--- config.mk ---
export PLATFORM = sky130hd
export DESIGN_NAME = alu_ctrl_seq
export DESIGN_NICKNAME = d
export VERILOG_FILES = /design/src/rtl/alu_ctrl_pkg.sv /design/src/rtl/md_seq_fsm.sv /design/src/rtl/alu_ctrl_seq.sv
export SDC_FILE = /design/constraint.sdc
export NUM_CORES = 1
export LEC_CHECK = 0
export ABC_AREA = 1
export ABC_CLOCK_PERIOD_IN_PS = 1950
export CAP_MARGIN = 5
export CELL_PAD_IN_SITES_DETAIL_PLACEMENT = 0
export CELL_PAD_IN_SITES_GLOBAL_PLACEMENT = 1
export CORE_MARGIN = 2
export CORE_UTILIZATION = 34
export DETAILED_ROUTE_END_ITERATION = 8
export PLACE_DENSITY_LB_ADDON = 0.1
export SLEW_MARGIN = 25
export SYNTH_ARGS = -nofsm -noshare
export SYNTH_HDL_FRONTEND = slang
export SYNTH_SLANG_ARGS = --single-unit
--- constraint.sdc ---
create_clock -name clk_i -period 1.95 [get_ports clk_i]
set_input_delay 0.39 -clock clk_i [delete_from_list [all_inputs] [get_ports clk_i]]
set_output_delay 0.39 -clock clk_i [all_outputs]
set_load 0.02 [all_outputs]
--- src/rtl/alu_ctrl_pkg.sv ---
// rtl/alu_ctrl_pkg.sv - ALUOp/funct/ALUCtrl codes and mult/div sequencer state type
package alu_ctrl_pkg;

    localparam logic [2:0] ALUOP_RTYPE = 3'b000;
    localparam logic [2:0] ALUOP_BEQ   = 3'b001;
    localparam logic [2:0] ALUOP_ADDI  = 3'b010;
    localparam logic [2:0] ALUOP_SLTI  = 3'b011;
    localparam logic [2:0] ALUOP_MEM   = 3'b100;
    localparam logic [2:0] ALUOP_JUMP  = 3'b101;

    localparam logic [5:0] FUNCT_ADD  = 6'b100000;
    localparam logic [5:0] FUNCT_SUB  = 6'b100010;
    localparam logic [5:0] FUNCT_AND  = 6'b100100;
    localparam logic [5:0] FUNCT_OR   = 6'b100101;
    localparam logic [5:0] FUNCT_NOR  = 6'b100111;
    localparam logic [5:0] FUNCT_SLT  = 6'b101010;
    localparam logic [5:0] FUNCT_MULT = 6'b011000;
    localparam logic [5:0] FUNCT_DIV  = 6'b011010;
    localparam logic [5:0] FUNCT_MFHI = 6'b010000;
    localparam logic [5:0] FUNCT_MFLO = 6'b010010;

    localparam logic [3:0] ALUCTRL_AND = 4'b0000;
    localparam logic [3:0] ALUCTRL_OR  = 4'b0001;
    localparam logic [3:0] ALUCTRL_ADD = 4'b0010;
    localparam logic [3:0] ALUCTRL_SUB = 4'b0110;
    localparam logic [3:0] ALUCTRL_SLT = 4'b0111;
    localparam logic [3:0] ALUCTRL_NOR = 4'b1100;
    localparam logic [3:0] ALUCTRL_NOP = 4'b1111;

    typedef enum logic [1:0] {
        ST_IDLE = 2'b00,
        ST_INIT = 2'b01,
        ST_RUN  = 2'b10,
        ST_DONE = 2'b11
    } md_state_e;

endpackage

--- src/rtl/md_seq_fsm.sv ---
// rtl/md_seq_fsm.sv - mult/div sequencer: state, step counter, datapath strobes
module md_seq_fsm
    import alu_ctrl_pkg::*;
#(
    parameter int WIDTH = 32,
    parameter int CNT_W = $clog2(WIDTH + 1)
) (
    input  logic clk_i,
    input  logic rst_i,
    input  logic start_i,
    input  logic start_div_i,
    output logic md_div_o,
    output logic md_init_o,
    output logic md_step_o,
    output logic hilo_we_o,
    output logic busy_o
);

    md_state_e          state_q, state_d;
    logic [CNT_W-1:0]   cnt_q, cnt_d;
    logic               div_q, div_d;
    logic               init_q, init_d;
    logic               step_q, step_d;
    logic               we_q, we_d;
    logic               busy_q, busy_d;

    always_comb begin
        state_d = state_q;
        cnt_d   = cnt_q;
        div_d   = div_q;
        case (state_q)
            ST_IDLE: begin
                if (start_i) begin
                    state_d = ST_INIT;
                    div_d   = start_div_i;
                end
            end
            ST_INIT: begin
                state_d = ST_RUN;
                cnt_d   = CNT_W'(WIDTH - 1);
            end
            ST_RUN: begin
                // Counter runs WIDTH-1 down to 0: exactly WIDTH step cycles.
                if (cnt_q == '0) begin
                    state_d = ST_DONE;
                end else begin
                    cnt_d = cnt_q - 1'b1;
                end
            end
            ST_DONE: begin
                state_d = ST_IDLE;
            end
            default: begin
                state_d = ST_IDLE;
            end
        endcase
        init_d = (state_d == ST_INIT);
        step_d = (state_d == ST_RUN);
        we_d   = (state_d == ST_DONE);
        busy_d = (state_d != ST_IDLE);
    end

    always_ff @(posedge clk_i or negedge rst_i) begin
        if (!rst_i) begin
            state_q <= ST_IDLE;
            cnt_q   <= '0;
            div_q   <= 1'b0;
            init_q  <= 1'b0;
            step_q  <= 1'b0;
            we_q    <= 1'b0;
            busy_q  <= 1'b0;
        end else begin
            state_q <= state_d;
            cnt_q   <= cnt_d;
            div_q   <= div_d;
            init_q  <= init_d;
            step_q  <= step_d;
            we_q    <= we_d;
            busy_q  <= busy_d;
        end
    end

    assign md_div_o  = div_q;
    assign md_init_o = init_q;
    assign md_step_o = step_q;
    assign hilo_we_o = we_q;
    assign busy_o    = busy_q;

endmodule

--- src/rtl/alu_ctrl_seq.sv ---
// rtl/alu_ctrl_seq.sv - ALU control decode with mult/div sequencer; div enabled by ALU_CTRL_DIV_EN
module alu_ctrl_seq
    import alu_ctrl_pkg::*;
#(
    parameter int WIDTH = 32,
    parameter int CNT_W = $clog2(WIDTH + 1)
) (
    input  logic       clk_i,
    input  logic       rst_i,
    input  logic       valid_i,
    input  logic [2:0] ALUOp_i,
    input  logic [5:0] funct_i,
    output logic [3:0] ALUCtrl_o,
    output logic       illegal_o,
    output logic       md_div_o,
    output logic       md_init_o,
    output logic       md_step_o,
    output logic       hilo_we_o,
    output logic       hilo_sel_o,
    output logic       stall_o,
    output logic       busy_o
);

    logic [3:0] ctrl;
    logic       legal;
    logic       is_mult;
    logic       is_div;
    logic       is_mfhi;
    logic       is_mflo;
    logic       uses_hilo;
    logic       start;

    always_comb begin
        ctrl    = ALUCTRL_NOP;
        legal   = 1'b0;
        is_mult = 1'b0;
        is_div  = 1'b0;
        is_mfhi = 1'b0;
        is_mflo = 1'b0;
        case (ALUOp_i)
            ALUOP_RTYPE: begin
                case (funct_i)
                    FUNCT_ADD: begin ctrl = ALUCTRL_ADD; legal = 1'b1; end
                    FUNCT_SUB: begin ctrl = ALUCTRL_SUB; legal = 1'b1; end
                    FUNCT_AND: begin ctrl = ALUCTRL_AND; legal = 1'b1; end
                    FUNCT_OR:  begin ctrl = ALUCTRL_OR;  legal = 1'b1; end
                    FUNCT_NOR: begin ctrl = ALUCTRL_NOR; legal = 1'b1; end
                    FUNCT_SLT: begin ctrl = ALUCTRL_SLT; legal = 1'b1; end
                    FUNCT_MULT: begin is_mult = 1'b1; legal = 1'b1; end
`ifdef ALU_CTRL_DIV_EN
                    FUNCT_DIV:  begin is_div  = 1'b1; legal = 1'b1; end
`endif
                    FUNCT_MFHI: begin is_mfhi = 1'b1; legal = 1'b1; end
                    FUNCT_MFLO: begin is_mflo = 1'b1; legal = 1'b1; end
                    default: ;
                endcase
            end
            ALUOP_BEQ:  begin ctrl = ALUCTRL_SUB; legal = 1'b1; end
            ALUOP_ADDI: begin ctrl = ALUCTRL_ADD; legal = 1'b1; end
            ALUOP_SLTI: begin ctrl = ALUCTRL_SLT; legal = 1'b1; end
            ALUOP_MEM:  begin ctrl = ALUCTRL_ADD; legal = 1'b1; end
            ALUOP_JUMP: begin ctrl = ALUCTRL_ADD; legal = 1'b1; end
            default: ;
        endcase
    end

    assign ALUCtrl_o  = ctrl;
    assign illegal_o  = valid_i & ~legal;
    assign hilo_sel_o = is_mfhi;

    // Only HI/LO producers and consumers interlock; everything else flows past a running sequence.
    assign uses_hilo = is_mult | is_div | is_mfhi | is_mflo;
    assign stall_o   = valid_i & uses_hilo & busy_o;
    assign start     = valid_i & (is_mult | is_div) & ~stall_o;

    md_seq_fsm #(
        .WIDTH (WIDTH),
        .CNT_W (CNT_W)
    ) u_md_seq_fsm (
        .clk_i       (clk_i),
        .rst_i       (rst_i),
        .start_i     (start),
        .start_div_i (is_div),
        .md_div_o    (md_div_o),
        .md_init_o   (md_init_o),
        .md_step_o   (md_step_o),
        .hilo_we_o   (hilo_we_o),
        .busy_o      (busy_o)
    );

endmodule

Figure 1. Sequential cells grouped by signal name.
The bar under the picture is 20 µm long. Other sequential cells in the stronger grey, the rest of the logic in the fainter grey.
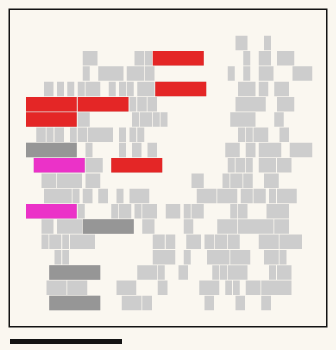
u_md_seq_fsm.state_q: drawn in magenta, placed flops 2. u_md_seq_fsm.cnt_q: drawn in red, placed flops 6.
Another 4 sequential cells are not coloured.

Figure 2. Cells coloured by class.
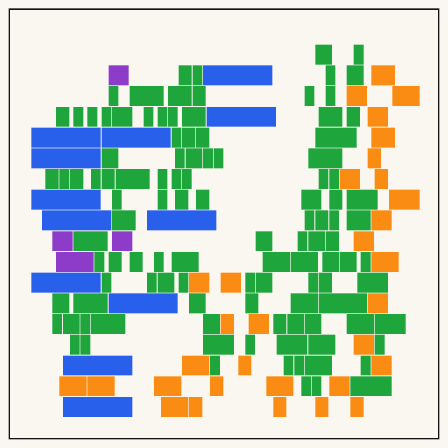
clock drivers and dummy loads: drawn in purple, cells 4. registers: drawn in blue, cells 12. remaining logic cells: drawn in green, cells 111. remaining buffers and delay cells: drawn in orange, cells 32.

Figure 3. The metal 3 layer.
The bar under the picture is 20 µm long.
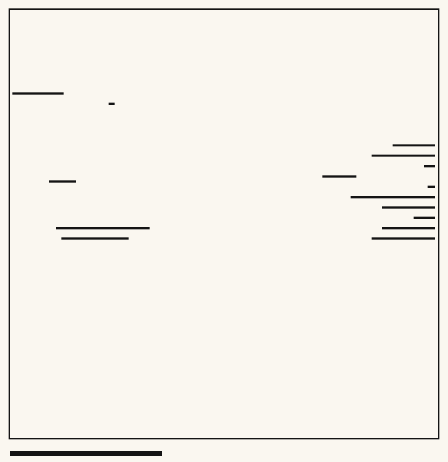
The layer holds 4.1% of the routed length. The longest straight run is 12.0 µm. The wires run mostly horizontal.
grt met3 use: 0.0349
drt total wl: 2040 µm
vias: 906

==> metrics.cfg <==
[detailed_routing]
antenna_left = 0
routed-wl-met2_um = 1080
routedWlPerCell_um = 10.8

[synthesis]
topCombFamilyByArea = simple AND/OR/NAND/NOR gates
fa_ha_area_frac = 0.0676
synth_warnings = 0
ys.flops = 12
ys_cells = 124
yosysTopAreaCellShare = 0.324
async_flop_share = 1.00
ys_seq_frac = 0.324
yosysMostFrequentCell = nand2_1
yosys-top-cells-count = 21 x nand2_1, 19 x inv_1, 12 x dfrtp_1

[final_layout]
final-clk-cell-share = 0.0279
nFillCells = 261
regArea_um2 = 300
n_clock_buffer = 4

[power_and_ir_drop]
power_leader = combinational logic
p_sw_frac = 0.392
clk-power_uw = 198
powerDensity_nw_per_um2 = 757
clock_power_share = 0.201

[placed_design]
place_hpwl_um = 1630
place_inst = 182

[clock_tree]
clk_path_buf_depth = 2

[global_route]
met1_usage = 0.161
grt_use_met2 = 0.254
grt-busiest-layer = met2
overflow = 0

[floorplan]
die_y_um = 56.2
taps = 30
initial_core_util = 0.367

[status]
status = finished, final reports clean

[timing]
finalMaxSlewViolations = 0
hold_ws_ns = 0.461
finalCritPeriodShare = 0.947

[worst_setup_path]
r2r_setup_slack_ns = 0.36
end_kind = output pin
critical_path.max_fanout = 5

[job]
maxCapViolCount = 0

[cells in the final DEF, fill, tap and decap left out]
| master | netlist | final |
|---|---|---|
| nand2_1 | 21 | 19 |
| inv_1 | 19 | 18 |
| buf_4 | 1 | 12 |
| dfrtp_1 | 12 | 12 |
| nor2_2 | 8 | 9 |
| clkdlybuf4s50_1 | 0 | 7 |
| inv_2 | 5 | 6 |
| nand3_1 | 8 | 6 |
| nand3_2 | 5 | 6 |
| o21ai_0 | 6 | 6 |
| clkbuf_2 | 0 | 6 |
| nor2_4 | 2 | 5 |
| nor2_1 | 8 | 4 |
| o21ai_1 | 4 | 4 |
| ha_1 | 5 | 4 |
| nand2_2 | 1 | 3 |
| nand4_1 | 3 | 3 |
| clkbuf_4 | 0 | 3 |
| buf_2 | 0 | 3 |
| nor3_1 | 2 | 2 |
| a21oi_2 | 1 | 2 |
| xor2_1 | 2 | 2 |
| dlygate4sd2_1 | 0 | 2 |
| and3_1 | 1 | 1 |
| nand4_2 | 1 | 1 |
| nor3_2 | 1 | 1 |
| o2111ai_2 | 0 | 1 |
| nand3_4 | 0 | 1 |
| o21bai_1 | 1 | 1 |
| nor3b_2 | 0 | 1 |
| a21oi_1 | 2 | 1 |
| o21ai_2 | 1 | 1 |
| a22oi_1 | 1 | 1 |
| ha_2 | 0 | 1 |
| conb_1 | 1 | 1 |
| clkbuf_8 | 0 | 1 |
| clkdlybuf4s15_1 | 0 | 1 |
| clkdlybuf4s15_2 | 0 | 1 |
[logic make-up (layout without fill, tap and decap cells)]
group | after synthesis | in the layout
other | 1 | 1
buffers and inverters | 25 | 60
and+or+nand+nor | 62 | 62
DFF | 12 | 12
adders and majority gates | 5 | 5
xor gates and xnor gates | 2 | 2
AOI/OAI and AO/OA | 17 | 17
[timing repair]
item,4_1_cts,5_1_grt
pin swaps,2,8
setup endpoints to repair,7,5
hold buffers,0,0
setup buffers,0,3
gates resized,46,19
endpoints found under the hold margin,0,0
[worst max-delay path, cell delays in order]
cell and delay [ns]:
clkdlybuf4s50_1 0.45, inv_2 0.08, nand2_2 0.09, o21bai_1 0.17
clkdlybuf4s15_2 0.28
[sequential cells by signal, indices dropped and copies added, names as in the netlist]
register	count
u_md_seq_fsm.state_q	2
u_md_seq_fsm.busy_o	1
u_md_seq_fsm.cnt_q	6
u_md_seq_fsm.md_init_o	1
u_md_seq_fsm.hilo_we_o	1
u_md_seq_fsm.md_step_o	1
[worst paths after layout]
| check | start | to |
|---|---|---|
| max | ALUOp_i[0] | ALUCtrl_o[3] |
| min | rst_i | u_md_seq_fsm.md_init_o$_DFF_PN0_ |
| max reg2reg | u_md_seq_fsm.cnt_q[0]$_DFFE_PN0P_ | u_md_seq_fsm.cnt_q[3]$_DFFE_PN0P_ |
| min reg2reg | u_md_seq_fsm.cnt_q[0]$_DFFE_PN0P_ | u_md_seq_fsm.cnt_q[0]$_DFFE_PN0P_ |
| max in group asynchronous | rst_i | u_md_seq_fsm.state_q[0]$_DFF_PN0_ |
| min in group clk_i | u_md_seq_fsm.cnt_q[0]$_DFFE_PN0P_ | u_md_seq_fsm.cnt_q[0]$_DFFE_PN0P_ |
